==> images/layers.png <==
Scale bar: 20 um.
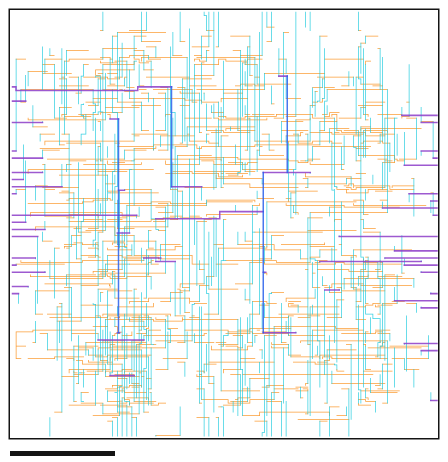
==> images/ff_map.png <==
Other sequential cells in the stronger grey, the rest of the logic in the fainter grey.
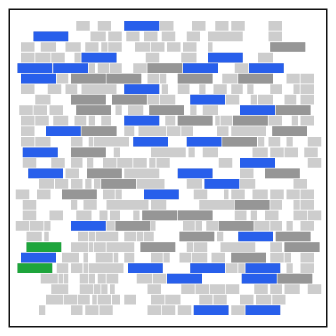
==> images/pinout.png <==
Pins as bars across the die edge, other pins in grey.
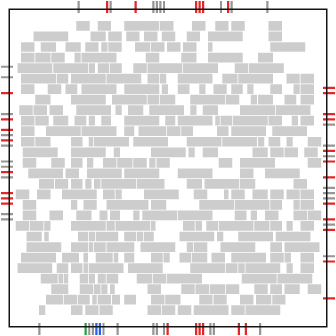
## src/rtl/pipe_skid_reg_if.sv

```systemverilog
// Valid/ready bundle for pipe_skid_reg: upstream word in, downstream word out,
// plus the fill level. The slave modport is the buffer's view.
interface pipe_skid_reg_if #(
  parameter int unsigned WORDSIZE = 32
);
  logic [WORDSIZE-1:0] in_data;
  logic                in_valid;
  logic                in_ready;
  logic [WORDSIZE-1:0] out_data;
  logic                out_valid;
  logic                out_ready;
  logic [1:0]          occupancy;

  modport slave (
    input  in_data, in_valid, out_ready,
    output in_ready, out_data, out_valid, occupancy
  );

  modport master (
    output in_data, in_valid, out_ready,
    input  in_ready, out_data, out_valid, occupancy
  );
endinterface

```

## src/rtl/pipe_skid_reg.sv

```systemverilog
// Two-entry skid buffer: main drives out_data, skid catches the word that
// arrives while main is stalled. Handshake outputs decode from state only.
module pipe_skid_reg #(
  parameter int unsigned WORDSIZE = 32
) (
  input  logic clk,
  input  logic clr,
  input  logic flush,
  pipe_skid_reg_if.slave bus
);
  typedef enum logic [1:0] {
    EMPTY = 2'b00,
    ONE   = 2'b01,
    FULL  = 2'b10
  } state_t;

  state_t              state, state_nxt;
  logic [WORDSIZE-1:0] main_q, skid_q, main_d;
  logic                main_en, skid_en;
  logic                in_ready, out_valid, in_fire, out_fire;

  assign out_valid = (state == ONE) || (state == FULL);
  assign in_ready  = (state != FULL);
  assign in_fire   = bus.in_valid & in_ready;
  assign out_fire  = out_valid & bus.out_ready;

  always_comb begin
    state_nxt = state;
    main_en   = 1'b0;
    skid_en   = 1'b0;
    main_d    = bus.in_data;
    case (state)
      EMPTY: begin
        if (in_fire) begin
          main_en   = 1'b1;
          state_nxt = ONE;
        end
      end
      ONE: begin
        if (in_fire && out_fire) begin
          main_en = 1'b1;
        end else if (in_fire) begin
          skid_en   = 1'b1;
          state_nxt = FULL;
        end else if (out_fire) begin
          state_nxt = EMPTY;
        end
      end
      FULL: begin
        if (out_fire) begin
          main_d    = skid_q;
          main_en   = 1'b1;
          state_nxt = ONE;
        end
      end
      default: state_nxt = EMPTY;
    endcase
    // Flush drops everything; data registers are left as-is since out_valid masks them.
    if (flush) begin
      state_nxt = EMPTY;
      main_en   = 1'b0;
      skid_en   = 1'b0;
    end
  end

  always_ff @(posedge clk or negedge clr) begin
    if (!clr) begin
      state  <= EMPTY;
      main_q <= '0;
      skid_q <= '0;
    end else begin
      state <= state_nxt;
      if (main_en) main_q <= main_d;
      if (skid_en) skid_q <= bus.in_data;
    end
  end

  assign bus.in_ready  = in_ready;
  assign bus.out_valid = out_valid;
  assign bus.out_data  = main_q;

  always_comb begin
    case (state)
      ONE:     bus.occupancy = 2'd1;
      FULL:    bus.occupancy = 2'd2;
      default: bus.occupancy = 2'd0;
    endcase
  end
endmodule

```

## src/flat_wrapper.sv

```systemverilog
// flat-port wrapper written by rule: the top's interface ports become plain ports
module pipe_skid_reg_flat 
#(
  parameter int unsigned WORDSIZE = 32
)
  (clk, clr, flush, bus_in_data, bus_in_valid, bus_out_ready, bus_in_ready, bus_out_data, bus_out_valid, bus_occupancy);
  pipe_skid_reg_if #(.WORDSIZE(WORDSIZE)) bus_i ();
  input  logic clk;
  input  logic clr;
  input  logic flush;
  input wire logic [$bits(bus_i.in_data)-1:0] bus_in_data;
  input wire logic [$bits(bus_i.in_valid)-1:0] bus_in_valid;
  input wire logic [$bits(bus_i.out_ready)-1:0] bus_out_ready;
  output wire logic [$bits(bus_i.in_ready)-1:0] bus_in_ready;
  output wire logic [$bits(bus_i.out_data)-1:0] bus_out_data;
  output wire logic [$bits(bus_i.out_valid)-1:0] bus_out_valid;
  output wire logic [$bits(bus_i.occupancy)-1:0] bus_occupancy;
  assign bus_i.in_data = bus_in_data;
  assign bus_i.in_valid = bus_in_valid;
  assign bus_i.out_ready = bus_out_ready;
  assign bus_in_ready = bus_i.in_ready;
  assign bus_out_data = bus_i.out_data;
  assign bus_out_valid = bus_i.out_valid;
  assign bus_occupancy = bus_i.occupancy;
  pipe_skid_reg #(.WORDSIZE(WORDSIZE)) u_core (.clk(clk), .clr(clr), .flush(flush), .bus(bus_i));
endmodule
```

## config.mk

```make
export PLATFORM = sky130hd
export DESIGN_NAME = pipe_skid_reg_flat
export DESIGN_NICKNAME = d
export VERILOG_FILES = /design/src/rtl/pipe_skid_reg_if.sv /design/src/rtl/pipe_skid_reg.sv /design/src/flat_wrapper.sv
export SDC_FILE = /design/constraint.sdc
export NUM_CORES = 1
export LEC_CHECK = 0
export CORE_UTILIZATION = 49
export CTS_BUF_LIST = sky130_fd_sc_hd__clkbuf_16
export DETAILED_ROUTE_END_ITERATION = 7
export GPL_ROUTABILITY_DRIVEN = 0
export PLACE_DENSITY = 0.75
export RECOVER_POWER = 100
export SYNTH_ARGS = -nofsm -noshare
export SYNTH_HDL_FRONTEND = slang
export SYNTH_SLANG_ARGS = --single-unit
```

## constraint.sdc

```tcl
create_clock -name clk -period 2.25 [get_ports clk]
set_input_delay 0.5625 -clock clk [delete_from_list [all_inputs] [get_ports clk]]
set_output_delay 0.5625 -clock clk [all_outputs]
set_load 0.02 [all_outputs]
```

==> flow_metrics.tcl <==
# yosys + openroad results
set metrics [dict create \
    status "finished with violations" \
    hp-class "primary input to asynchronous set/reset pin" \
    grt-busiest-layer "met2" \
    root_buffer "clkbuf_16" \
    dominant_cells "sequential cells" \
    synth-main-ff-cell "dfrtp_1" \
    dp.cells 383 \
    maxCapViolCount 1 \
    cts_setup_buffers 0 \
    final_cell_area_mm2 0.00419 \
    violations "max-capacitance violations, max-slew violations" \
    cp.arrival_ps 1600 \
    drt-initial-drc-count 74 \
    grt_use_met1 0.289 \
    comb_area_mm2 0.00134 \
    critPathKind "register to output port" \
    post-dp-hpwl_mm 4.31 \
    synth_nets 281 \
    total_leakage_power_nw 2.01 \
    cts_resized 3 \
    fin_total_pwr_mw 4.60 \
    yosysUniqueCellTypes 27 \
    critPathTopFamily "buffers and inverters" \
    relSlewSlack -0.147 \
    grt_first_pass_wirelength_mm 10.8 \
    combPwrFrac 0.304 \
    mux_area_frac 0.219 \
    setup_slack_ps 83.7 \
    fillers 458 \
    worst_slew_pin_slew_ps 1720 \
    intPower_mw 3.22 \
    synth.top_cell.area_share 0.531 \
    syn_inst 239 \
    ys_sh_aoi 0.161 \
    rr_endpoint "u_core.bus.out_data[7]" \
    clk-power_mw 1.29 \
    worstSetupStartpoint "u_core.state[0]" \
    wl_met2_mm 3.17 \
    grt_setup_unrepaired "false" \
    maxSlewViolCount 33 \
    ys_seq_elements 66 \
]
-- layers.png (at the start) --
blue -> M4  # wire length 109 um
purple -> M3  # wire length 315 um
orange -> M1  # wire length 2930 um
cyan -> M2  # wire length 3170 um
vias: 2198
gr usage total: 0.218
final wirelength: 6.52 mm

-- ff_map.png (at the start) --
green -> u_core.state  # sequential cells 2
blue -> u_core.skid_q  # sequential cells 32, where all over the die
Flop area: 0.00165 mm^2
Seq. pwr: 1.91 mW
sequential share of cell area: 0.394
final core utilization: 0.695

-- pinout.png (at the start) --
red -> bus_out_data  # pins 32, direction output, edge 12 right, 8 left, 6 top, 6 bottom
blue -> bus_occupancy  # pins 2, direction output, edge bottom
green -> bus_out_valid  # pins 1, direction output, edge bottom
Die Wd: 81.6 um
Buffers on Ports: 72
die height: 81.6 um

Power and IR drop assume default switching activity.
